$ cat config.mk
export PLATFORM = sky130hd
export DESIGN_NAME = exec_sequencer
export DESIGN_NICKNAME = d
export VERILOG_FILES = /design/src/rtl/exec_sequencer_pkg.sv /design/src/rtl/exec_sequencer_step_guard.sv /design/src/rtl/exec_sequencer.sv
export SDC_FILE = /design/constraint.sdc
export NUM_CORES = 1
export LEC_CHECK = 0
export CAP_MARGIN = 10
export CORE_AREA = 2 2 48 50
export CTS_CLUSTER_DIAMETER = 200
export DETAILED_ROUTE_END_ITERATION = 6
export DIE_AREA = 0 0 50 52
export HOLD_SLACK_MARGIN = 0.15
export PLACE_DENSITY = 0.8
export SLEW_MARGIN = 25
export SYNTH_ARGS = -nofsm -noshare
export SYNTH_HDL_FRONTEND = slang
export SYNTH_SLANG_ARGS = --single-unit
export TNS_END_PERCENT = 30
$ cat constraint.sdc
create_clock -name clk -period 5 [get_ports clk]
set_input_delay 1 -clock clk [delete_from_list [all_inputs] [get_ports clk]]
set_output_delay 1 -clock clk [all_outputs]
set_load 0.005 [all_outputs]
$ cat src/rtl/exec_sequencer_pkg.sv
// Shared definitions for the 3-bit program machine: opcodes, sequencer
// state encoding and the default instruction-pointer width.
package exec_sequencer_pkg;

  localparam int IP_W_DEF = 4;

  typedef enum logic [2:0] {
    OP_ADV = 3'd0,
    OP_BXL = 3'd1,
    OP_BST = 3'd2,
    OP_JNZ = 3'd3,
    OP_BXC = 3'd4,
    OP_OUT = 3'd5,
    OP_BDV = 3'd6,
    OP_CDV = 3'd7
  } opcode_e;

  typedef enum logic [1:0] {
    ST_IDLE  = 2'd0,
    ST_FETCH = 2'd1,
    ST_EXEC  = 2'd2,
    ST_DONE  = 2'd3
  } seq_state_e;

  function automatic logic is_jnz(input logic [2:0] op);
    return opcode_e'(op) == OP_JNZ;
  endfunction

endpackage

$ cat src/rtl/exec_sequencer_step_guard.sv
// step_guard: counts executed instructions since the last start and flags
// the exec_done that would bring the count to MAX_STEPS.
module step_guard
  import exec_sequencer_pkg::*;
#(
  parameter int MAX_STEPS = 1024
) (
  input  logic clk,
  input  logic rstn,
  input  logic clear,
  input  logic step,
  output logic limit_hit
);

  localparam int CW = $clog2(MAX_STEPS + 1);

  logic [CW-1:0] cnt;

  always_ff @(posedge clk or negedge rstn) begin
    if (!rstn)      cnt <= '0;
    else if (clear) cnt <= '0;
    else if (step)  cnt <= cnt + CW'(1);
  end

  // Flag in the same cycle as the step so the sequencer can terminate on it.
  assign limit_hit = step && (cnt == CW'(MAX_STEPS - 1));

endmodule

$ cat src/rtl/exec_sequencer.sv
// exec_sequencer: owns the instruction pointer, freezes/unfreezes fetch, hands
// opcodes to the execute unit and resolves jnz / end-of-program.
// Build option: STEP_LIMIT_EN adds an instruction budget of MAX_STEPS (step_err).
module exec_sequencer
  import exec_sequencer_pkg::*;
#(
  parameter int IP_W      = IP_W_DEF,
  parameter int MAX_STEPS = 1024
) (
  input  logic            clk,
  input  logic            rstn,
  input  logic            start,
  input  logic            abort,
  input  logic [IP_W:0]   prog_len,
  input  logic [2:0]      opcode,
  input  logic [2:0]      operand,
  input  logic            a_nonzero,
  input  logic            exec_done,
  output logic [IP_W-1:0] instr_ptr,
  output logic            halt,
  output logic            exec_en,
  output logic            busy,
  output logic            done,
  output logic [IP_W:0]   final_ip,
  output logic            step_err
);

  seq_state_e      state, state_nxt;
  logic [IP_W-1:0] ip;
  logic [IP_W:0]   next_ip, done_ip, final_ip_q;
  logic [IP_W+1:0] next_ip_p1;
  logic            end_of_prog, limit_hit;
  logic            go_done, ld_zero, ld_next, run_start;
  logic            first_q, done_q;

  // Next ip is formed one bit wider than ip so a step past the last word never wraps.
  always_comb begin
    if (is_jnz(opcode) && a_nonzero) next_ip = (IP_W+1)'(operand);
    else                             next_ip = {1'b0, ip} + (IP_W+1)'(2);
    next_ip_p1  = {1'b0, next_ip} + (IP_W+2)'(1);
    end_of_prog = next_ip_p1 >= {1'b0, prog_len};
  end

  always_ff @(posedge clk or negedge rstn) begin
    if (!rstn) state <= ST_IDLE;
    else       state <= state_nxt;
  end

  always_comb begin
    state_nxt = state;
    go_done   = 1'b0;
    done_ip   = '0;
    ld_zero   = 1'b0;
    ld_next   = 1'b0;
    run_start = 1'b0;
    case (state)
      ST_IDLE, ST_DONE: begin
        if (start) begin
          run_start = 1'b1;
          if (prog_len < (IP_W+1)'(2)) begin
            go_done   = 1'b1;
            state_nxt = ST_DONE;
          end else begin
            ld_zero   = 1'b1;
            state_nxt = ST_FETCH;
          end
        end
      end
      ST_FETCH: state_nxt = ST_EXEC;
      ST_EXEC: begin
        if (exec_done) begin
          if (end_of_prog || limit_hit) begin
            go_done   = 1'b1;
            done_ip   = next_ip;
            state_nxt = ST_DONE;
          end else begin
            ld_next   = 1'b1;
            state_nxt = ST_FETCH;
          end
        end
      end
      default: state_nxt = ST_IDLE;
    endcase
    // Abort outranks everything, including a same-cycle exec_done.
    if (abort) begin
      state_nxt = ST_IDLE;
      go_done   = 1'b0;
      ld_zero   = 1'b0;
      ld_next   = 1'b0;
      run_start = 1'b0;
    end
  end

  always_comb begin
    halt      = (state != ST_FETCH);
    busy      = (state == ST_FETCH) || (state == ST_EXEC);
    exec_en   = (state == ST_EXEC) && first_q;
    done      = done_q;
    final_ip  = final_ip_q;
    instr_ptr = ip;
  end

  always_ff @(posedge clk or negedge rstn) begin
    if (!rstn) begin
      ip         <= '0;
      first_q    <= 1'b0;
      done_q     <= 1'b0;
      final_ip_q <= '0;
    end else begin
      first_q <= (state == ST_FETCH) && !abort;
      done_q  <= go_done;
      if (go_done) final_ip_q <= done_ip;
      if (ld_zero || abort) ip <= '0;
      else if (ld_next)     ip <= next_ip[IP_W-1:0];
    end
  end

`ifdef STEP_LIMIT_EN
  logic step, step_err_q;

  assign step = (state == ST_EXEC) && exec_done && !abort;

  step_guard #(.MAX_STEPS(MAX_STEPS)) u_step_guard (
    .clk       (clk),
    .rstn      (rstn),
    .clear     (run_start),
    .step      (step),
    .limit_hit (limit_hit)
  );

  always_ff @(posedge clk or negedge rstn) begin
    if (!rstn)                               step_err_q <= 1'b0;
    else if (run_start)                      step_err_q <= 1'b0;
    else if (go_done && state == ST_EXEC)    step_err_q <= limit_hit;
  end

  assign step_err = step_err_q;
`else
  logic unused_cfg;

  assign limit_hit  = 1'b0;
  assign step_err   = 1'b0;
  assign unused_cfg = ^(32'(MAX_STEPS));
`endif

endmodule

run_1/drive_strength.png
(10 px per um)
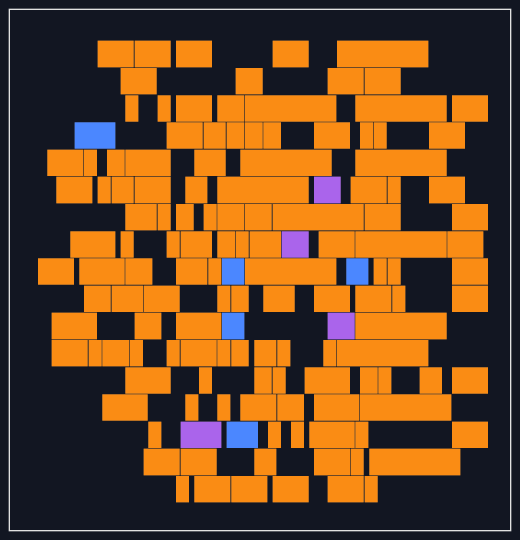
[drive 1 or less] orange | cells: 129 | share: 93%
[drive 3 to 4] purple | cells: 4 | share: 2.9%
[drive 2] blue | cells: 5 | share: 3.6%
Area Growth Syn to Fin: 35.42%
design area: 1296 um^2
bufs w/o clock: 29

run_1/zoom.png
Region (12, 14) to (37, 39) um. Cells in grey, sequential cells in the stronger grey; small squares are vias.
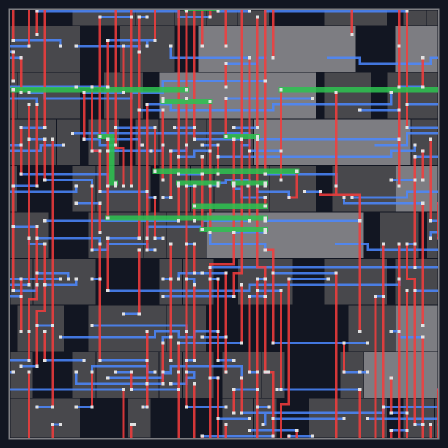
[met3] green
[met1] blue
[met2] red
sequential cells in the window: 4
cells with their middle in the window: 52
most frequent: inv_1 (5)
netlist names of flops here include: instr_ptr (3), state (1)

run_1/final_congestion.png
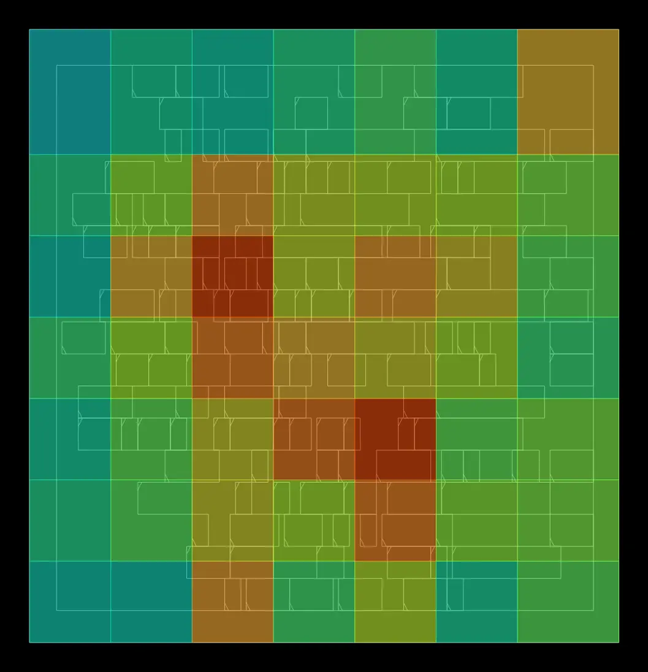
met3 Use GR: 0.8621%
DR WL/cell: 12.93 um
M1 GR Usage: 20.43%
All-Layer GR Usage: 17.84%
met2 Usage GRT: 35.09%

==> job_summary.md, run 1 <==
## PnR job results

| Metric | Value |
|---|---|
| Outcome | finished, final reports clean |
| RSZ-0062 raised after global routing | false |
| Latency at later pin | 0.26 ns |
| Cell Type Count | 35 |
| Setup Total Neg Slack | 0 ns |
| 1st-pass router iterations | 4 |
| Post-synth regs | 13 |
| Final ANT Viol Nets | 0 |
| Yosys warning count | 0 |
| # setup viols final | 0 |
| Largest net degree at the start of global routing | 14 |
| Io pins | 31 |
| Hold Vio Cnt, Final | 0 |
| Initial core utilization | 45.45% |
| Worst Tran Pin Value | approximately 0.56 ns |
| CTS Buf Count | 3 |
| Final Critical Period | 3.844 ns |
| Worst Hold Class | flip-flop to flip-flop |
| Fa+ha+maj area frac | about an eighth |
| Die area | around 2600 um^2 |
| Total number of vias | between 900 and 1000 |
| Die Wd | 50 um |
| Hold_ws | ~0.53 ns |
| Post-synth EDFFs | 0 |
| Post-synth mux share | 9.542% |
| Clk slew on worst S/H paths | around 0.08 ns |
| Gr ovfl total | 0 |
| Lkg Pwr | ~0.63 nW |
| Worst Skew | between 0.002 and 0.003 ns |
| Setup Buffers After CTS | 0 |
| Signal arrival time at the worst endpoint | around 4.0 ns |
| Mapped Cells | between 100 and 150 |
| Rel. slew slack | roughly 63% |
| CTS max path bufs | 2 |
| Compound-Gate Fraction of Synth Area | about 12% |
| Post-Synth XOR/XNOR Area | under 10% |
| Mapped cell area | around 960 um^2 |
| Maximum vdd ir drop | 0.1219 mV |
| CTS H-tree lvls | 1 |
| Clock Tree Root | clkbuf_4 |
| Syn_area_per_cell | 8.945 um^2 |
| Sequential area share after synthesis | 33.99% |
| CP required | a little over 5 ns |
| PortBufs | 29 |
| Crit Path Max Fanout | 9 |
-- run 1: metrics by stage --
stage	util (%)	instance area (um^2)	std cells	total power, mW
2_1_floorplan	-	957.2	107	0.2470
3_5_place_dp	60.31	1270	162	0.3310
6_report	61.56	1296	166	0.3907
3_3_place_gp	60.31	1270	162	0.3188
5_1_grt	61.56	1296	166	0.4248
4_1_cts	61.56	1296	166	0.3942
-- run 1: per-layer routing --
layer  share of wire [%]  global-route usage (%)
met5                   0                       0
met3                 5.6                  0.8621
met2                  54                   35.09
met1                  39                   20.43
met4                0.33                   5.556
-- run 1: power breakdown --
group          switching (mW)  internal, mW  total [mW]  leakage, nW
Clock                  0.0304        0.0308      0.0612       0.0150
Combinational          0.0971        0.0976       0.195        0.441
Sequential             0.0140         0.121       0.135        0.179
-- run 1: critical path: stages --
cell             delay (ns)
clkdlybuf4s50_1        0.42
nand4b_1               0.41
mux2_2                 0.43
ha_1                   0.23
nand2_1                0.07
nor2_1                 0.04
xnor2_1                0.13
ha_1                   0.27
or2_2                  0.32
or2_2                  0.33
a211o_1                0.29
o31ai_1                0.07
-- run 1: worst paths after layout --
check                        startpoint            to  slack [ns]  cells after the start
max                           opcode[2]  instr_ptr[3]        1.16                     12
min                         final_ip[3]   final_ip[3]        0.53                      2
max reg2reg                instr_ptr[1]  instr_ptr[3]        2.30                     10
min reg2reg                 final_ip[3]   final_ip[3]        0.53                      2
max in group asynchronous          rstn  instr_ptr[2]        3.54                      1
min in group asynchronous          rstn       first_q        1.09                      1
-- run 1: cells in the mapped netlist (2+ instances only) --
cell	n	share of area (%)
a211oi_1	3	2.4
a21oi_1	2	1.0
dfrtp_1	13	34
ha_1	10	13
inv_1	13	5.1
mux2i_1	8	8.4
nand2_1	15	5.9
nand3_1	2	1.0
nor2_1	5	2.0
nor3_1	5	2.6
o211ai_1	3	2.4
or2_2	3	2.0
xnor2_1	2	1.8
xor2_1	2	1.8
-- run 1: state kept, by name (all words and copies together), names as in the netlist --
register,count
done,1
final_ip,5
first_q,1
instr_ptr,4
state,2
-- run 1: final cells by class --
type                            count  area [um^2]
Clock buffer                        4        26.28
Fill cell                         169        809.5
Inverter                           13        48.80
Multi-Input combinational cell     79        570.5
Sequential cell                    13        325.3
Tap cell                           28        35.03
Timing Repair Buffer               29        290.3
-- run 1: placed cells by master (no fill, tap or decap), drive strengths merged, types with 2 or more instances in the layout --
| cell type | Yosys | routed |
|---|---|---|
| xnor2 | 2 | 2 |
| o211ai | 3 | 3 |
| clkbuf | 0 | 4 |
| nor3 | 5 | 5 |
| nand3 | 2 | 2 |
| dfrtp | 13 | 13 |
| a21oi | 2 | 2 |
| a211oi | 3 | 3 |
| or4 | 2 | 2 |
| or2 | 3 | 3 |
| xor2 | 2 | 2 |
| ha | 10 | 10 |
| inv | 13 | 13 |
| nor2 | 5 | 5 |
| clkdlybuf4s50 | 0 | 29 |
| nand2 | 15 | 15 |
| mux2i | 8 | 8 |
-- run 1: cell families (layout without fill, tap and decap cells) --
family          Yosys count  in the layout
simple gates             39             39
compound gates           16             16
buf+inv                  15             46
flops                    13             13
fa+ha+maj                10             10
mux                       9              9
xor+xnor                  4              4
other cells               1              1
run_1/registers.png
(8 px per um) Other sequential cells in the stronger grey, the rest of the logic in the fainter grey.
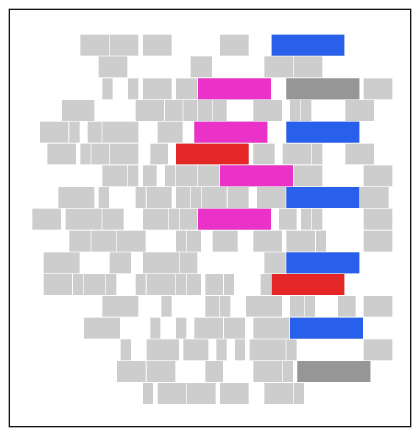

==> run 2, diff against run 1 <==
Settings changed: CORE_AREA 2 2 48 50 to 2 2 52 54, DIE_AREA 0 0 50 52 to 0 0 54 56, PLACE_DENSITY 0.8 to 0.72.
Clock period 5 ns to 3.1 ns, I/O delays scaled along.
run_2/registers.png
(6 px per um) Other sequential cells in the stronger grey, the rest of the logic in the fainter grey.
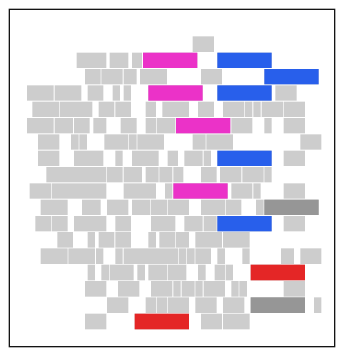
[final_ip] blue | flops: 5
[instr_ptr] magenta | flops: 4
[state] red | flops: 2
utilization after layout: 62.60%
Reg area: 325.3 um^2

==> run 2 against run 1 <==
Critical path type unchanged. Die size up 16%. Total power increased by 81%. Critical path depth is 1 higher. Flip-flop count is the same. Combinational power increased by 98%. Via count increased by 4.9%. Sequential share of layout area is 3.7 points lower. Sequential power increased by 61%. Clock power grew about 70%. Register-to-register slack lost 1.8 ns.
==> job_summary.md, run 2 <==
## PnR job results

| Metric | Value |
|---|---|
| Synth area leader | dfrtp_1 |
| CP required | roughly 3.3 ns |
| # setup viols final | 0 |
| Max FFs per register | 5 |
| Post-synth regs | 13 |
| 1st-pass router iterations | 4 |
| Clk pwr share | roughly 15% |
| Worst Hold Class | flip-flop to flip-flop |
| Initial core utilization | between 30% and 40% |
| Yosys warning count | 0 |
| Outcome | finished, final reports clean |
| Final Critical Period | about 2.8 ns |
| Maximum vdd ir drop | ~0.31 mV |
| Ys async rst share | 100.0% |
| Mapped Cells | 107 |
| Sequential area share after synthesis | 33.99% |
| Final ANT Viol Nets | 0 |
| RSZ-0062 raised after global routing | false |
| Lkg Pwr | 0.7402 nW |
| Compound-Gate Fraction of Synth Area | between 10% and 20% |
| Fa+ha+maj area frac | a little over an eighth |
| Post-synth mux share | a little under a tenth |
| Rel. slew slack | about 60% |
| DRC | 0 |
| Clk slew on worst S/H paths | ~0.09 ns |
| CP bufs+invs | 3 |
| Switching Share | between 30% and 40% |
| Post-Synth XOR/XNOR Area | approximately 3.7% |
| Layout Cells excl Fill | 181 |
| Mapped cell area | 957.2 um^2 |
| Worst Tran Pin Value | about 0.60 ns |
| CTS Buf Count | 3 |
| Worst path slowest cell | clkdlybuf4s50_1 |
| All-Layer GR Usage | approximately 16% |
| Die Wd | between 50 and 60 um |
| Switching power | around 260 uW |
| Top cells excl fill/tap | clkdlybuf4s50_1, nand2_1, inv_1, dfrtp_1, buf_4 |
| Area Growth Syn to Fin | 59.08% |
| Most frequent cell after synthesis | nand2_1 |
| Reg power frac | between 30% and 40% |
| Inst Count DP | around 170 |
| Top cells, area | dfrtp_1, ha_1, mux2i_1 |
| CTS max path bufs | 2 |
| Most Frequent Cell on Critical Path | or2_4 |
| PortBufs | 29 |
| CP Cell Sequence | clkdlybuf4s50_1 > inv_1 > mux2i_2 > buf_4 > ha_4 > nand2_1 > nor2_2 > xnor2_1 > ha_2 > or2_4 > or2_4 > a211o_1 > o31ai_2 |
| Comb pwr share | 54.6% |
| Signal arrival time at the worst endpoint | approximately 3.0 ns |
| Hold Vio Cnt, Final | 0 |
| Top cell family by delay on the critical path | simple AND/OR/NAND/NOR gates |
| Int Power | approximately 450 uW |
| Worst Skew | approximately 0.0086 ns |
| Dominant register cell | dfrtp_1 |
| Latency at later pin | between 0.2 and 0.3 ns |
| CTS H-tree lvls | 1 |
| Vias in the first global route | between 800 and 900 |
| Post-synth EDFFs | 0 |
| Commonest Layout Cell | clkdlybuf4s50_1 |
| Tot Pwr | roughly 710 uW |
| Slowest stage delay, CP | around 0.45 ns |
| Crit Path Max Fanout | 3 |
| Total number of vias | about 950 |
| Post-synth top cells | nand2_1, dfrtp_1, inv_1 |
| Cell Type Count | 35 |
| Syn_area_per_cell | 8.945 um^2 |
| Io pins | 31 |
run_2/final_congestion.png
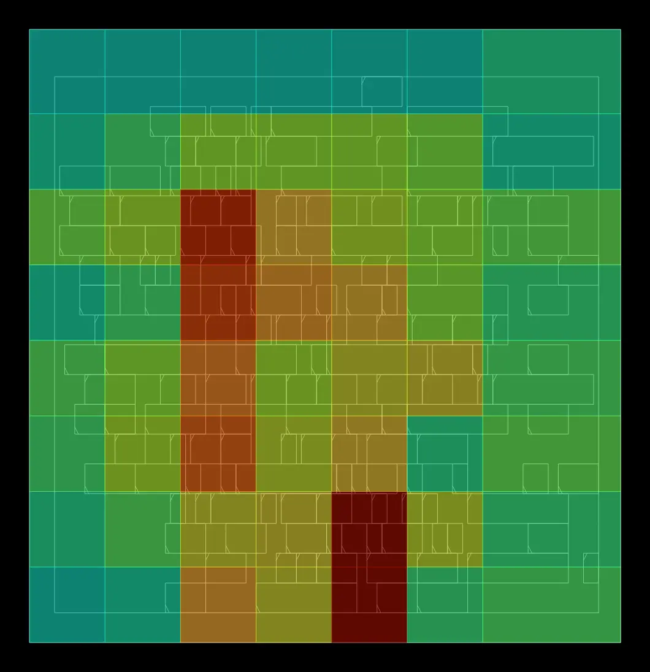
DR WL/cell: 13.35 um
met2 Usage GRT: 26.13%

==> run 2: netlist changes by cell type in the layout (fill, tap and decap cells not counted), sizes merged <==
cell,before,now
buf,0,13
clkdlybuf4s50,29,25
dlymetal6s2s,0,4
==> run 2: metrics by stage <==
step                area, um^2  hold slack (ns)  TNS [ns]  utilization [%]  setup WS (ns)
detailed placement        1354           0.5204    -1.992            55.66        -0.2919
global route              1523           0.5615         0            62.60         0.1846
finish                    1523           0.5284         0            62.60         0.2767
CTS                       1390           0.5311         0            57.15       0.002954
floorplan                963.4           0.3244         0                -      0.0009059
global placement          1354           0.5137    -1.278            55.66        -0.2224
==> run 2: power by group through the flow <==
stage               logic [mW]  clock network (mW)  registers, mW
floorplan                0.185                   0          0.215
global route             0.428               0.116          0.220
detailed placement       0.331                   0          0.220
global placement         0.319                   0          0.218
CTS                      0.338               0.107          0.216
finish                   0.387               0.104          0.217
==> run 2: path summary, 6_finish.rpt <==
path / startpoint / endpoint / slack [ns] / cells after the start
hold reg to reg: final_ip[1] / final_ip[1] / 0.53 / 2
max in group asynchronous: rstn / instr_ptr[1] / 1.98 / 1
min in group asynchronous: rstn / state[1] / 0.72 / 1
hold / removal: final_ip[1] / final_ip[1] / 0.53 / 2
setup / recovery: operand[1] / instr_ptr[3] / 0.28 / 13
setup reg to reg: instr_ptr[1] / instr_ptr[3] / 0.52 / 10
==> run 2: layer usage <==
metal | track usage (%) | share of wire [%] | vias to the layer above
met5 | 0 | 0 | -
met4 | 6.429 | 2.7 | 0
met3 | 1.882 | 4.4 | 6
met2 | 26.13 | 50 | 28
met1 | 22.24 | 42 | 444
li1 | - | - | 467
==> run 2: worst min-delay path, cell delays in order (launching register included) <==
cell	delay [ns]
dfrtp_1	0.38
nand2_1	0.06
mux2i_1	0.06
==> run 2: area by class of cell <==
class	instances	area (um^2)
Timing Repair Buffer	42	405.4
Multi-Input combinational cell	79	679.4
Clock buffer	4	26.28
Inverter	13	48.80
Fill cell	219	909.6
Sequential cell	13	325.3
Tap cell	30	37.54
==> run 2: cells by family after synthesis <==
| kind of cell | Yosys count |
|---|---|
| compound gates | 16 |
| xor+xnor | 4 |
| fa+ha+maj | 10 |
| buf+inv | 15 |
| flops | 13 |
| mux | 9 |
| other cells | 1 |
| simple gates | 39 |
==> run 2: what timing repair did <==
action,in CTS,in global routing
gates cloned,0,0
endpoints found under the setup margin,1,11
buffers inserted,1,2
resized,1,27
pin swaps,2,20
hold endpoints to repair,0,0
==> run 3, diff against run 2 <==
Settings changed: CELL_PAD_IN_SITES_DETAIL_PLACEMENT set to 1, CELL_PAD_IN_SITES_GLOBAL_PLACEMENT set to 1, CORE_AREA 2 2 52 54 to 2 2 60 62, DIE_AREA 0 0 54 56 to 0 0 62 64, PLACE_DENSITY 0.72 to 0.73, REMOVE_ABC_BUFFERS set to 1.
run_3/drive_strength.png
(8 px per um)
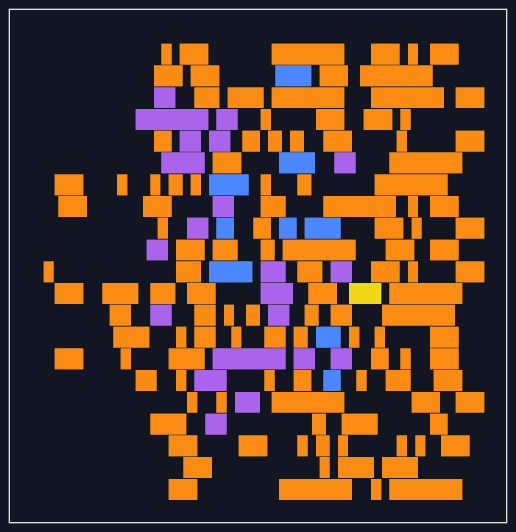
[drive 3 to 4] purple | cells: 21 | share: 14%
[drive 2] blue | cells: 9 | share: 6.0%
[drive 1 or less] orange | cells: 119 | share: 79%
[drive 6 and up] yellow | cells: 1 | share: 0.67%

==> run 3 against run 2 <==
Area after synthesis did not move. First-iteration DRC count grew to 2.9 times the previous value. Critical path depth decreased by 1. Via count shrank 0.85%. Die size up 31%. Combinational power fell by 3%. Wire length is 14% higher. Setup slack lost 0.25 ns. Register-to-register slack about the same. Final cell count increased by 8.3%. Largest power group unchanged. Highest routed layer unchanged.
==> job_summary.md, run 3 <==
## PnR job results

| Metric | Value |
|---|---|
| Outcome | finished, final reports clean |
| Yosys warning count | 0 |
| Io pins | 31 |
| Flop2flop setup slack | 0.51 ns |
| Int Power | 438.7 uW |
| PortBufs | 29 |
| Post-synth top cells | nand2_1, dfrtp_1, inv_1 |
| Top cells, area | dfrtp_1, ha_1, mux2i_1 |
| Syn_area_per_cell | slightly below 9 um^2 |
| Gr ovfl total | 0 |
| Comb pwr share | between 50% and 60% |
| Final ANT Viol Nets | 0 |
| Worst Skew | between 0.01 and 0.015 ns |
| Switching power | between 200 and 300 uW |
| CP required | roughly 3.3 ns |
| Post-Synth XOR/XNOR Area | 3.660% |
| Slowest stage delay, CP | approximately 0.39 ns |
| Final Critical Period | between 3 and 4 ns |
| Synth area leader | dfrtp_1 |
| Latency at later pin | between 0.2 and 0.3 ns |
| Clock Tree Root | clkbuf_4 |
| 1st-pass router iterations | 3 |
| Post-DP Area | roughly 1400 um^2 |
| Max-area cell share | between 30% and 40% |
| Hold endpoint | final_ip[4] |
| Max FFs per register | 5 |
| Die Wd | 62 um |
| Clk slew on worst S/H paths | 0.08 ns |
| Post-synth EDFFs | 0 |
| Initial antenna violation count | 0 |
| Mapped Cells | about 110 |
| Worst Hold Path Cells | 2 |
| Fa+ha+maj area frac | about an eighth |
| Most Frequent Cell on Critical Path | or2_4 |
| Vias in the first global route | approximately 990 |
| Sequential area share after synthesis | 33.99% |
| Clk pwr share | between 10% and 20% |
| DRC | 0 |
| Hold_ws | roughly 0.53 ns |
| Commonest Layout Cell | clkdlybuf4s50_1 |
| Reg2reg start | instr_ptr[1] |
| Worst slack, placed | -0.3089 ns |
| CTS Buf Count | 3 |
| Tot Pwr | just under 700 uW |
| Worst-case reg-to-reg path depth | 10 |
| Setup Total Neg Slack | 0 ns |
| R2R Path End | instr_ptr[2] |
| Worst path slowest cell | clkdlybuf4s50_1 |
| RSZ-0062 raised after global routing | true |
| Maximum vdd ir drop | around 0.14 mV |
| Dominant register cell | dfrtp_1 |
| All-Layer GR Usage | between 10 and 15% |
| CP Cell Sequence | clkdlybuf4s50_1 > nand4b_1 > mux2_4 > ha_4 > nand2_1 > nor2_2 > xnor2_1 > ha_2 > or2_4 > or2_4 > a211o_1 > o31ai_1 |
| CTS H-tree lvls | 1 |
| Die area | about 4000 um^2 |
| Largest net degree at the start of global routing | 14 |
| # setup viols final | 0 |
| Signal arrival time at the worst endpoint | about 3.3 ns |
| Total number of vias | approximately 940 |
| Initial core utilization | 29.14% |
| Most frequent cell after synthesis | nand2_1 |
| DR WL/cell | roughly 14 um |
| Switching Share | 36.92% |
| Hold Vio Cnt, Final | 0 |
| Reg power frac | between 30% and 40% |
| Worst Tran Pin Value | a little over 0.6 ns |
| Setup slack after layout | 0.02575 ns |
| Crit Path Max Fanout | 3 |
| Ys async rst share | 100.0% |
| Top cells excl fill/tap | clkdlybuf4s50_1, nand2_1, inv_1, dfrtp_1, buf_4 |
| Worst Hold Launch | final_ip[4] |
| Lkg Pwr | a little under 0.7 nW |
| Worst Hold Class | flip-flop to flip-flop |
| CTS max path bufs | 2 |
| Mapped cell area | 957.2 um^2 |
| Design area | about 1500 um^2 |
| Post-synth regs | 13 |
| Post-synth mux share | 9.542% |
run_3/registers.png
(6 px per um) Other sequential cells in the stronger grey, the rest of the logic in the fainter grey.
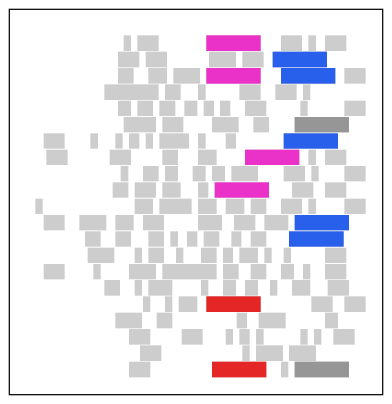
[instr_ptr] magenta | flops: 4
[state] red | flops: 2
[final_ip] blue | flops: 5
not coloured: 2

==> run 3: netlist changes by cell type in the layout (fill, tap and decap cells not counted), sizes merged <==
cell / before / now
dlymetal6s2s: 4 / 0
buf: 13 / 12
clkdlybuf4s50: 25 / 29
==> run 3: final cells by class <==
cell class                 instances  area, um^2
tap                               46       57.56
sequential                        13       325.3
clock buffer                       4       26.28
timing repair buffer              41       384.1
inverter                          13       48.80
multi-input combinational         79       640.6
fill                             401        1802
==> run 3: what timing repair did <==
action / in CTS / in global routing
resized: 3 / 15
hold buffers: 0 / 0
setup endpoints to repair: 2 / 10
setup buffers: 0 / 2
pin swaps: 1 / 13
==> run 3: metrics by stage <==
stage / util (%) / std cells
global placement: 41.64 / 190
CTS: 42.70 / 194
floorplan: - / 105
finish: 45.14 / 196
global route: 45.14 / 196
detailed placement: 41.64 / 190
==> run 3: worst max-delay path: cells and delay by family <==
kind | cells | cell delay (ns)
multiplexers | 1 | 0.38
XOR/XNOR | 1 | 0.16
buffers and inverters | 1 | 0.39
AND-OR/OR-AND | 2 | 0.37
adder cells (fa/ha/maj) | 2 | 0.46
AND/OR/NAND/NOR | 5 | 0.88
==> run 3: how the worst max path moves through the flow <==
stage / to / cells past startpoint / slack [ns]
finish: instr_ptr[3] / 12 / 0.03
CTS: instr_ptr[2] / 13 / 0.008
floorplan: instr_ptr[3] / 11 / -0.0002
global placement: instr_ptr[3] / 12 / -0.24
global route: instr_ptr[3] / 12 / -0.08
detailed placement: instr_ptr[3] / 12 / -0.31
==> run 3: layer usage <==
layer / global-route usage, % / up-vias / wire, um
met1: 16.65 / 451 / 1076
li1: - / 461 / -
met5: 0 / - / 0
met4: 4.787 / 0 / 23
met2: 27.86 / 21 / 1571
met3: 1.215 / 4 / 90
==> run 3: power groups by stage <==
stage / Sequential, mW / Clock [mW] / Combinational, mW
2_1_floorplan: 0.215 / 0 / 0.182
3_3_place_gp: 0.217 / 0 / 0.325
3_5_place_dp: 0.220 / 0 / 0.344
4_1_cts: 0.216 / 0.108 / 0.350
5_1_grt: 0.220 / 0.118 / 0.414
6_report: 0.216 / 0.106 / 0.374
==> run 3: kinds of logic (layout without fill, tap and decap cells) <==
| group | after synthesis | after routing |
|---|---|---|
| AOI/OAI and AO/OA | 16 | 16 |
| buffers and inverters | 15 | 58 |
| other | 1 | 1 |
| adders and majority gates | 10 | 10 |
| xor gates and xnor gates | 4 | 4 |
| muxes | 9 | 9 |
| and+or+nand+nor | 39 | 39 |
| DFF | 13 | 13 |
No activity file was given, so power comes from the tool's default toggle rates.
